**config.mk**
```make
export PLATFORM = sky130hd
export DESIGN_NAME = apb_master_bridge_mc_flat
export DESIGN_NICKNAME = d
export VERILOG_FILES = /design/src/rtl/apb_master_bridge_mc_pkg.sv /design/src/rtl/apb_master_bridge_mc_if.sv /design/src/rtl/apb_master_bridge_mc_decoder.sv /design/src/rtl/apb_master_bridge_mc.sv /design/src/flat_wrapper.sv
export SDC_FILE = /design/constraint.sdc
export NUM_CORES = 1
export LEC_CHECK = 0
export ABC_AREA = 1
export CORE_AREA = 2 2 133 135
export CTS_CLUSTER_DIAMETER = 120
export DETAILED_ROUTE_END_ITERATION = 10
export DIE_AREA = 0 0 135 137
export GPL_TIMING_DRIVEN = 0
export PLACE_DENSITY = 0.76
export SETUP_SLACK_MARGIN = 0.1
export SLEW_MARGIN = 0
export SYNTH_ARGS = -nofsm -noshare
export SYNTH_HDL_FRONTEND = slang
export SYNTH_SLANG_ARGS = --single-unit
```
**constraint.sdc**
```tcl
create_clock -name PCLK -period 1.45 [get_ports PCLK]
set_input_delay 0.2175 -clock PCLK [delete_from_list [all_inputs] [get_ports PCLK]]
set_output_delay 0.2175 -clock PCLK [all_outputs]
set_load 0.02 [all_outputs]
```
**src/rtl/apb_master_bridge_mc_pkg.sv**
```systemverilog
// ---------------------------------------------------------------------------
// apb_bridge_pkg
//   Shared definitions for the multi-slave APB master bridge:
//     - state_t        : bridge FSM states
//     - PPROT_*        : bit masks for the three PPROT attribute fields
//     - wait_cnt_width : width of the ACCESS wait-state counter for a given
//                        timeout value (never narrower than one bit)
// ---------------------------------------------------------------------------
package apb_bridge_pkg;

  typedef enum logic [1:0] {
    IDLE   = 2'd0,
    SETUP  = 2'd1,
    ACCESS = 2'd2,
    DECERR = 2'd3
  } state_t;

  // PPROT[0] privileged, PPROT[1] non-secure, PPROT[2] instruction access
  localparam logic [2:0] PPROT_PRIVILEGED  = 3'b001;
  localparam logic [2:0] PPROT_NONSECURE   = 3'b010;
  localparam logic [2:0] PPROT_INSTRUCTION = 3'b100;

  // The counter has to hold the value TIMEOUT itself, hence clog2(TIMEOUT+1).
  // A disabled timeout (0) would give a zero-width vector, so clamp to 1.
  function automatic int wait_cnt_width(input int timeout);
    int w;
    w = $clog2(timeout + 1);
    return (w < 1) ? 1 : w;
  endfunction

endpackage

```
**src/rtl/apb_master_bridge_mc_if.sv**
```systemverilog
// ---------------------------------------------------------------------------
// apb_master_bridge_mc_if
//   Bundles the request port, the response port and the multi-slave APB bus
//   of the bridge.
//   modport master : the bridge side (drives cmd_ready, rsp_*, APB requests)
//   modport slave  : the system side (drives cmd_*, per-slave PREADY,
//                    PSLVERR and PRDATA)
//   Parameters: ADDR_W, DATA_W, NUM_SLAVES (must match the bridge).
// ---------------------------------------------------------------------------
interface apb_master_bridge_mc_if
  import apb_bridge_pkg::*;
#(
  parameter int ADDR_W     = 32,
  parameter int DATA_W     = 32,
  parameter int NUM_SLAVES = 4
) ();

  localparam int STRB_W = DATA_W / 8;

  // request port
  logic                         cmd_valid;
  logic                         cmd_ready;
  logic                         cmd_write;
  logic [ADDR_W-1:0]            cmd_addr;
  logic [DATA_W-1:0]            cmd_wdata;
  logic [STRB_W-1:0]            cmd_wstrb;
  logic [2:0]                   cmd_prot;

  // response port
  logic                         rsp_valid;
  logic [DATA_W-1:0]            rsp_rdata;
  logic                         rsp_err;

  // APB bus
  logic [NUM_SLAVES-1:0]        PSEL;
  logic                         PENABLE;
  logic                         PWRITE;
  logic [ADDR_W-1:0]            PADDR;
  logic [DATA_W-1:0]            PWDATA;
  logic [STRB_W-1:0]            PSTRB;
  logic [2:0]                   PPROT;
  logic [NUM_SLAVES-1:0]        PREADY;
  logic [NUM_SLAVES-1:0]        PSLVERR;
  logic [NUM_SLAVES*DATA_W-1:0] PRDATA;

  modport master (
    input  cmd_valid, cmd_write, cmd_addr, cmd_wdata, cmd_wstrb, cmd_prot,
    input  PREADY, PSLVERR, PRDATA,
    output cmd_ready, rsp_valid, rsp_rdata, rsp_err,
    output PSEL, PENABLE, PWRITE, PADDR, PWDATA, PSTRB, PPROT
  );

  modport slave (
    output cmd_valid, cmd_write, cmd_addr, cmd_wdata, cmd_wstrb, cmd_prot,
    output PREADY, PSLVERR, PRDATA,
    input  cmd_ready, rsp_valid, rsp_rdata, rsp_err,
    input  PSEL, PENABLE, PWRITE, PADDR, PWDATA, PSTRB, PPROT
  );

endinterface

```
**src/rtl/apb_master_bridge_mc_decoder.sv**
```systemverilog
// ---------------------------------------------------------------------------
// apb_addr_decoder
//   Combinational slave decode of the address select field (the SEL_W most
//   significant address bits).
//   Ports:
//     sel_field  in  SEL_W       address MSBs, addr[ADDR_W-1 -: SEL_W]
//     sel        out NUM_SLAVES  one-hot select, all zero on decode error
//     decode_err out 1           select field addresses no existing slave
// ---------------------------------------------------------------------------
module apb_addr_decoder
  import apb_bridge_pkg::*;
#(
  parameter int NUM_SLAVES = 4,
  parameter int SEL_W      = 2
) (
  input  logic [SEL_W-1:0]      sel_field,
  output logic [NUM_SLAVES-1:0] sel,
  output logic                  decode_err
);

  // Only the low NUM_SLAVES codes of the select field map to a slave; any
  // higher code leaves every select bit clear and flags a decode error.
  always_comb begin
    sel        = '0;
    decode_err = (int'(sel_field) >= NUM_SLAVES);
    for (int i = 0; i < NUM_SLAVES; i++) begin
      if (int'(sel_field) == i) begin
        sel[i] = 1'b1;
      end
    end
  end

endmodule

```
**src/rtl/apb_master_bridge_mc.sv**
```systemverilog
// ---------------------------------------------------------------------------
// apb_master_bridge_mc
//   Multi-slave APB master bridge. Accepts one command at a time on a
//   valid/ready request port, runs a SETUP -> ACCESS APB transfer to the
//   slave selected by the address MSBs and returns read data plus an error
//   flag on a one-cycle response pulse. Unmapped addresses and slaves that
//   hold PREADY low for TIMEOUT ACCESS cycles are answered with an error.
//   Ports:
//     PCLK     in  APB clock, rising edge
//     PRESETn  in  asynchronous active-low reset
//     bus      apb_master_bridge_mc_if.master: request, response, APB bus
//   Parameters: ADDR_W, DATA_W (8/16/32), NUM_SLAVES (1..16), SEL_W,
//               TIMEOUT (0 disables the wait-state timeout)
// ---------------------------------------------------------------------------
module apb_master_bridge_mc
  import apb_bridge_pkg::*;
#(
  parameter int ADDR_W     = 32,
  parameter int DATA_W     = 32,
  parameter int NUM_SLAVES = 4,
  parameter int SEL_W      = 2,
  parameter int TIMEOUT    = 256
) (
  input logic                   PCLK,
  input logic                   PRESETn,
  apb_master_bridge_mc_if.master bus
);

  localparam int STRB_W = DATA_W / 8;
  localparam int CNT_W  = wait_cnt_width(TIMEOUT);

  state_t                state_q;
  state_t                next_state;

  logic [ADDR_W-1:0]     paddr_q;
  logic [DATA_W-1:0]     pwdata_q;
  logic [STRB_W-1:0]     pstrb_q;
  logic [2:0]            pprot_q;
  logic                  pwrite_q;
  logic [NUM_SLAVES-1:0] sel_q;

  logic [CNT_W-1:0]      wait_q;
  logic [CNT_W-1:0]      wait_inc;
  logic                  timeout_hit;

  logic                  rsp_valid_q;
  logic                  rsp_err_q;
  logic [DATA_W-1:0]     rsp_rdata_q;

  logic [NUM_SLAVES-1:0] dec_sel;
  logic                  dec_err;

  logic                  slave_ready;
  logic                  slave_err;
  logic [DATA_W-1:0]     slave_rdata;

  logic                  accept;
  logic                  complete;
  logic                  abort;

  apb_addr_decoder #(
    .NUM_SLAVES (NUM_SLAVES),
    .SEL_W      (SEL_W)
  ) u_decoder (
    .sel_field  (bus.cmd_addr[ADDR_W-1 -: SEL_W]),
    .sel        (dec_sel),
    .decode_err (dec_err)
  );

  // Only the selected slave's PREADY/PSLVERR/PRDATA reach the FSM. sel_q is
  // one-hot (or zero), so a simple priority-free loop acts as the mux.
  always_comb begin
    slave_ready = 1'b0;
    slave_err   = 1'b0;
    slave_rdata = '0;
    for (int i = 0; i < NUM_SLAVES; i++) begin
      if (sel_q[i]) begin
        slave_ready = bus.PREADY[i];
        slave_err   = bus.PSLVERR[i];
        slave_rdata = bus.PRDATA[i*DATA_W +: DATA_W];
      end
    end
  end

  // The counter counts ACCESS cycles with PREADY low; the abort fires on the
  // cycle whose increment would make it reach TIMEOUT.
  assign wait_inc    = wait_q + CNT_W'(1);
  assign timeout_hit = (TIMEOUT != 0) && (wait_inc == CNT_W'(TIMEOUT));

  // Next-state logic. PREADY is tested before the timeout so that a slave
  // answering in the very cycle the limit is reached still completes.
  always_comb begin
    next_state = state_q;
    accept     = 1'b0;
    complete   = 1'b0;
    abort      = 1'b0;
    case (state_q)
      IDLE: begin
        if (bus.cmd_valid) begin
          accept     = 1'b1;
          next_state = dec_err ? DECERR : SETUP;
        end
      end
      SETUP: begin
        next_state = ACCESS;
      end
      ACCESS: begin
        if (slave_ready) begin
          complete   = 1'b1;
          next_state = IDLE;
        end else if (timeout_hit) begin
          abort      = 1'b1;
          next_state = IDLE;
        end
      end
      DECERR: begin
        next_state = IDLE;
      end
      default: begin
        next_state = IDLE;
      end
    endcase
  end

  // State register
  always_ff @(posedge PCLK or negedge PRESETn) begin
    if (!PRESETn) begin
      state_q <= IDLE;
    end else begin
      state_q <= next_state;
    end
  end

  // Command capture. The APB-facing registers only change on accept, so
  // PADDR/PWDATA/PSTRB/PPROT/PWRITE keep their last values while idle.
  // Strobes are forced to zero for reads at capture time.
  always_ff @(posedge PCLK or negedge PRESETn) begin
    if (!PRESETn) begin
      paddr_q  <= '0;
      pwdata_q <= '0;
      pstrb_q  <= '0;
      pprot_q  <= '0;
      pwrite_q <= 1'b0;
      sel_q    <= '0;
    end else if (accept) begin
      paddr_q  <= bus.cmd_addr;
      pwdata_q <= bus.cmd_wdata;
      pstrb_q  <= bus.cmd_write ? bus.cmd_wstrb : '0;
      pprot_q  <= bus.cmd_prot;
      pwrite_q <= bus.cmd_write;
      sel_q    <= dec_sel;
    end
  end

  // Wait-state counter: cleared when a command is accepted (entry to SETUP)
  // and advanced for every ACCESS cycle the slave is not ready. It is left
  // untouched when the timeout is disabled so it can never wrap.
  always_ff @(posedge PCLK or negedge PRESETn) begin
    if (!PRESETn) begin
      wait_q <= '0;
    end else if (accept) begin
      wait_q <= '0;
    end else if (state_q == ACCESS && !slave_ready && TIMEOUT != 0) begin
      wait_q <= wait_inc;
    end
  end

  // Response register. A decode error is flagged from the accept cycle so
  // the pulse coincides with the DECERR state; completion and abort are
  // flagged from the last ACCESS cycle so the pulse follows it. Read data
  // is only passed through for an error-free read.
  always_ff @(posedge PCLK or negedge PRESETn) begin
    if (!PRESETn) begin
      rsp_valid_q <= 1'b0;
      rsp_err_q   <= 1'b0;
      rsp_rdata_q <= '0;
    end else begin
      rsp_valid_q <= (accept && dec_err) || complete || abort;
      rsp_err_q   <= (accept && dec_err) || abort || (complete && slave_err);
      rsp_rdata_q <= (complete && !pwrite_q && !slave_err) ? slave_rdata : '0;
    end
  end

  // PSEL/PENABLE are decoded from the state so an asynchronous reset drops
  // them immediately.
  assign bus.cmd_ready = (state_q == IDLE);
  assign bus.PSEL      = (state_q == SETUP || state_q == ACCESS) ? sel_q : '0;
  assign bus.PENABLE   = (state_q == ACCESS);
  assign bus.PWRITE    = pwrite_q;
  assign bus.PADDR     = paddr_q;
  assign bus.PWDATA    = pwdata_q;
  assign bus.PSTRB     = pstrb_q;
  assign bus.PPROT     = pprot_q;
  assign bus.rsp_valid = rsp_valid_q;
  assign bus.rsp_err   = rsp_err_q;
  assign bus.rsp_rdata = rsp_rdata_q;

endmodule

```
**src/flat_wrapper.sv**
```systemverilog
// flat-port wrapper written by rule: the top's interface ports become plain ports
module apb_master_bridge_mc_flat import apb_bridge_pkg::*;
#(
  parameter int ADDR_W     = 32,
  parameter int DATA_W     = 32,
  parameter int NUM_SLAVES = 4,
  parameter int SEL_W      = 2,
  parameter int TIMEOUT    = 256
)
  (PCLK, PRESETn, bus_cmd_valid, bus_cmd_write, bus_cmd_addr, bus_cmd_wdata, bus_cmd_wstrb, bus_cmd_prot, bus_PREADY, bus_PSLVERR, bus_PRDATA, bus_cmd_ready, bus_rsp_valid, bus_rsp_rdata, bus_rsp_err, bus_PSEL, bus_PENABLE, bus_PWRITE, bus_PADDR, bus_PWDATA, bus_PSTRB, bus_PPROT);
  apb_master_bridge_mc_if #(.ADDR_W(ADDR_W), .DATA_W(DATA_W), .NUM_SLAVES(NUM_SLAVES)) bus_i ();
  input logic PCLK;
  input logic PRESETn;
  input wire logic [$bits(bus_i.cmd_valid)-1:0] bus_cmd_valid;
  input wire logic [$bits(bus_i.cmd_write)-1:0] bus_cmd_write;
  input wire logic [$bits(bus_i.cmd_addr)-1:0] bus_cmd_addr;
  input wire logic [$bits(bus_i.cmd_wdata)-1:0] bus_cmd_wdata;
  input wire logic [$bits(bus_i.cmd_wstrb)-1:0] bus_cmd_wstrb;
  input wire logic [$bits(bus_i.cmd_prot)-1:0] bus_cmd_prot;
  input wire logic [$bits(bus_i.PREADY)-1:0] bus_PREADY;
  input wire logic [$bits(bus_i.PSLVERR)-1:0] bus_PSLVERR;
  input wire logic [$bits(bus_i.PRDATA)-1:0] bus_PRDATA;
  output wire logic [$bits(bus_i.cmd_ready)-1:0] bus_cmd_ready;
  output wire logic [$bits(bus_i.rsp_valid)-1:0] bus_rsp_valid;
  output wire logic [$bits(bus_i.rsp_rdata)-1:0] bus_rsp_rdata;
  output wire logic [$bits(bus_i.rsp_err)-1:0] bus_rsp_err;
  output wire logic [$bits(bus_i.PSEL)-1:0] bus_PSEL;
  output wire logic [$bits(bus_i.PENABLE)-1:0] bus_PENABLE;
  output wire logic [$bits(bus_i.PWRITE)-1:0] bus_PWRITE;
  output wire logic [$bits(bus_i.PADDR)-1:0] bus_PADDR;
  output wire logic [$bits(bus_i.PWDATA)-1:0] bus_PWDATA;
  output wire logic [$bits(bus_i.PSTRB)-1:0] bus_PSTRB;
  output wire logic [$bits(bus_i.PPROT)-1:0] bus_PPROT;
  assign bus_i.cmd_valid = bus_cmd_valid;
  assign bus_i.cmd_write = bus_cmd_write;
  assign bus_i.cmd_addr = bus_cmd_addr;
  assign bus_i.cmd_wdata = bus_cmd_wdata;
  assign bus_i.cmd_wstrb = bus_cmd_wstrb;
  assign bus_i.cmd_prot = bus_cmd_prot;
  assign bus_i.PREADY = bus_PREADY;
  assign bus_i.PSLVERR = bus_PSLVERR;
  assign bus_i.PRDATA = bus_PRDATA;
  assign bus_cmd_ready = bus_i.cmd_ready;
  assign bus_rsp_valid = bus_i.rsp_valid;
  assign bus_rsp_rdata = bus_i.rsp_rdata;
  assign bus_rsp_err = bus_i.rsp_err;
  assign bus_PSEL = bus_i.PSEL;
  assign bus_PENABLE = bus_i.PENABLE;
  assign bus_PWRITE = bus_i.PWRITE;
  assign bus_PADDR = bus_i.PADDR;
  assign bus_PWDATA = bus_i.PWDATA;
  assign bus_PSTRB = bus_i.PSTRB;
  assign bus_PPROT = bus_i.PPROT;
  apb_master_bridge_mc #(.ADDR_W(ADDR_W), .DATA_W(DATA_W), .NUM_SLAVES(NUM_SLAVES), .SEL_W(SEL_W), .TIMEOUT(TIMEOUT)) u_core (.PCLK(PCLK), .PRESETn(PRESETn), .bus(bus_i));
endmodule
```
==> reports/qor.yml <==
status: "finished with violations"
failed_checks: "negative setup slack"
ys_seq_share: 0.517
post-dp-hpwl_microns: 16200
yosys.area_share.simple: 0.310
top_area_frac: 0.517
crit_type: "reg2out"
synth.avg_cell_area_sq_um: 8.00
ys_cells: 732
grt_start_max_net_pins: 95
drive_above_1_share: 0.269
synth_cells: 732
critPathMaxFanout: 4
ys_sh_xor: 0.00150
yosys_area_sq_um: 5860
period_needed_ns: 1.59
top_area_cell: "dfrtp_1"
fp-utilization: 0.343
syn_area_sq_um: 5860
drt-wirelength-per-cell_microns: 16.9
fp_nets: 947
dr.pass1.iters: 4
reg2reg_depth: 9
portBuffers: 322
power_w: 0.0231
ys.flops: 121
die_area_sq_um: 18500
cts_max_level: 4
fin_ws_ns: -0.145
hold_slack_ns: 0.240
drc: 0
grt_pass1_vias: 6303
avgViaCountPerCell: 4.73
adder_share: 0.00854
grt_pass1_wl_microns: 34100
syn_to_final_growth_pct: 90.9
ys_sh_aoi: 0.110
fmax_mhz: 627
die_w_microns: 135
cts_tree: "built"
ys_top_logic_family: "simple AND/OR/NAND/NOR gates"
cp-start-kind: "register"
cts_buffer_depth: 2
drv_cap: 0
io-pin-count: 323
tool_warnings: 31
dp.cells: 1280
yosysWarnings: 0
ant_nets: 0
cp-startpoint: "u_core.state_q[1]"
clk_pin_slew_worst_paths_ns: 0.06
setup_viol: 49
vias: 6423
finalSetupTns_ns: -3.52
final_cells: 1357
wl_microns: 23000
grt_usage: 0.244
hold_class: "in2async"
cts-root-buf: "clkbuf_16"
slew_viol_final: 0
drtIter0Drc: 383
ir_drop_uv: 1090
dpl_worst_slack_ns: -0.373
ys_types: 30
cts_sinks: 121
worst_pin_slew_ns: 0.508
clk_latency_ns: 0.42
dieHeight_microns: 137
final_area_sq_um: 11200
rsz0062_at_grt: "true"
cp_data_arrival_time_ns: 1.38
nets: 1335
place_area_sq_um: 9440
final_hold_viol_count: 0
crit_required_ns: 1.23
powerDensity_nw_per_um2: 2070
diodes: 0
mux_share: 0
leakagePower_nw: 5.43
antenna_found_initial: 0
grt-ovfl-total: 0
critPathCaptureType: "primary output"
cts_made_buffers: 17
finClkSkew_ns: 0.00817
[path summary, 6_finish.rpt]
kind | to | slack, ns
hold reg to reg | u_core.bus.PADDR[7] | 0.48
min in group PCLK | u_core.bus.PADDR[0] | 0.33
setup reg to reg | u_core.bus.rsp_rdata[8] | -0.14
max in group asynchronous | u_core.bus.PADDR[31] | 0.43
hold / removal | u_core.bus.rsp_rdata[17] | 0.24
setup / recovery | bus_PSEL[3] | -0.14
[worst max-delay path: stages (launching register included)]
cell and delay, ns:
dfrtp_1 0.36, inv_2 0.06, ha_4 0.30, nand2_1 0.06
inv_1 0.07, buf_6 0.12
[layer usage]
layer  vias up  share of wire  track usage  wire [microns]
met3        45          0.054       0.0607            1250
met4         0          0.026       0.0926             598
li1       3134              -            -               -
met5         -              0            0               0
met2       208           0.50        0.399           11600
met1      3036           0.42        0.313            9560
[layout make-up]
class	instances	area [sq um]
sequential	121	3030
buffer	44	500
tap	225	282
clock inverter	10	119
timing repair buffer	368	3590
fill	1370	5880
multi-input combinational	546	3070
inverter	21	98.8
clock buffer	21	480
timing repair inverter	1	8.76
[cells in the final DEF, fill, tap and decap left out, types with 7 or more instances in the layout]
cell type and n:
buf_12 9, dfrtp_1 119, clkbuf_2 40, clkdlybuf4s50_1 209
o21ai_2 21, inv_2 8, nor3_4 21, clkdlybuf4s15_1 43
buf_6 29, o21ai_0 7, dlygate4sd2_1 21, nand2_2 25
buf_2 7, nand3_1 8, buf_4 22, o21ai_1 49
a21oi_1 23, clkbuf_16 18, nand2_1 327, inv_1 10
nor3_2 11, a21oi_2 16, buf_8 15
[Yosys cell counts]
cell      number
xor2_1         1
inv_1         15
nor3_1         2
nand2_2        3
nand3_1       10
a21oi_2        1
nor2_2         3
buf_2          9
buf_6          2
clkbuf_2       2
nor2_4         1
nand3b_1       1
clkbuf_1      23
nand3_2        2
and2_1         1
o31ai_2        2
nor2_1         6
o21ai_2        2
a21oi_1       39
inv_2          6
o21ai_1       37
or2_1          1
ha_1           4
o21ai_0       39
nand2_1      358
nor3_2        30
dfrtp_1      121
o211ai_2       1
buf_4          9
o22ai_1        1
[state kept, by name, indices dropped and copies added (netlist names)]
signal / cells
u_core.bus.PWRITE: 1
u_core.bus.PPROT: 3
u_core.bus.rsp_err: 1
u_core.bus.PWDATA: 32
u_core.bus.PSTRB: 4
u_core.wait_q: 9
u_core.state_q: 2
u_core.bus.rsp_valid: 1
u_core.sel_q: 4
u_core.bus.PADDR: 32
u_core.bus.rsp_rdata: 32
[what timing repair did]
item | 4_1_cts | 5_1_grt
resized | 351 | 192
gates cloned | 9 | 2
hold buffers | 1 | 0
setup endpoints to repair | 233 | 187
pin swaps | 28 | 18
endpoints found under the hold margin | 27 | 0
setup buffers | 29 | 9
[power by group]
group / switching [W] / internal (W)
sequential: 0.000683 / 0.00453
clock: 0.00156 / 0.00270
combinational: 0.00783 / 0.00578
total: 0.0101 / 0.0130
==> images/placement.png <==
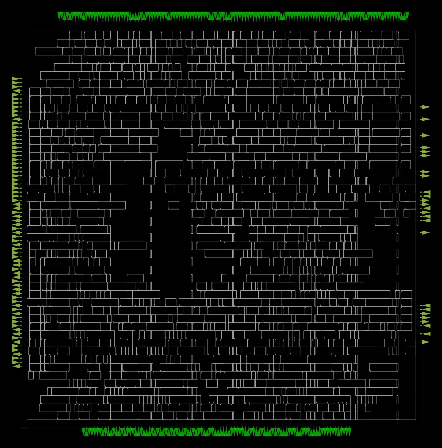
Finished Core Util: 0.656
Seq/total area: 0.271
Core ar.: 17,100 sq um
row count: 48
Layout fillers: 1,370

==> images/metal_density.png <==
(3 px per micron) The die is cut into 27 by 27 equal tiles; dark purple is low, yellow is high, scaled to the fullest tile. Values are wire area over tile area, all layers added.
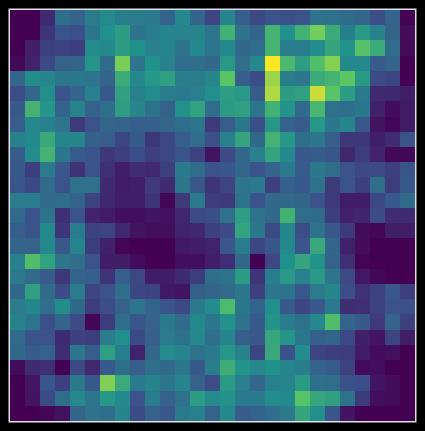
tiles over half the peak: 13%
densest ninth of the die: north
nearly empty tiles: 6.0%
mean over tiles: 0.20
fullest tile: 0.64

==> images/detail.png <==
Window x 42 to 92, y 71 to 121 microns. Cells in gray, sequential cells in the stronger gray; small squares are vias.
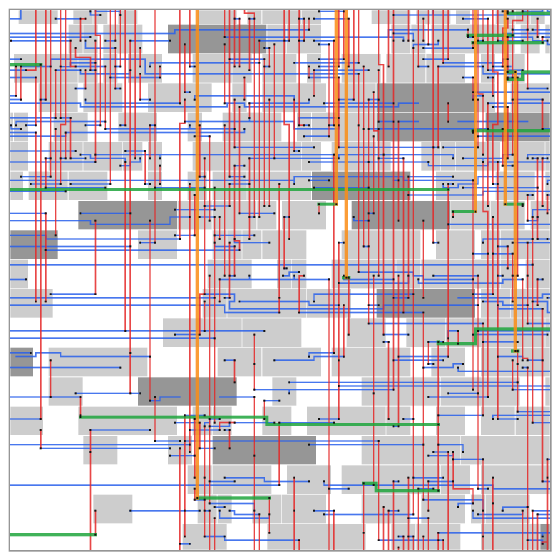
[metal 3] green
[metal 1] blue
[metal 4] orange
[metal 2] red
most frequent: clkdlybuf4s50_1 (20), nand2_1 (16), buf_6 (11)
sequential cells in the window: 10
cells with their middle in the window: 147
netlist names of flops here include: u_core.bus.rsp_rdata (8), u_core.sel_q (2)

==> images/power_grid.png <==
(3 px per micron) Pins as bars on the die edge.
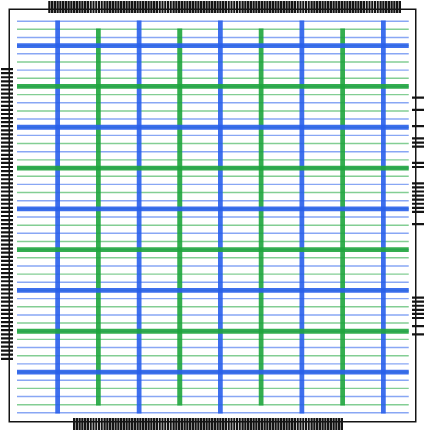
[VDD] green
[VSS] blue
met5 straps: 9
met4 straps: 9
rows: 48
met1 rails: 49

==> images/sizes.png <==
(2 px per micron)
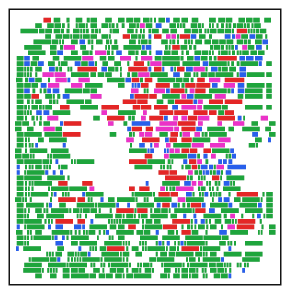
[_0 and _1 cells] green | cells: 828 | share: 73%
[_2 cells] blue | cells: 144 | share: 13%
[_6 and larger] red | cells: 89 | share: 7.9%
[_3 and _4 cells] magenta | cells: 71 | share: 6.3%

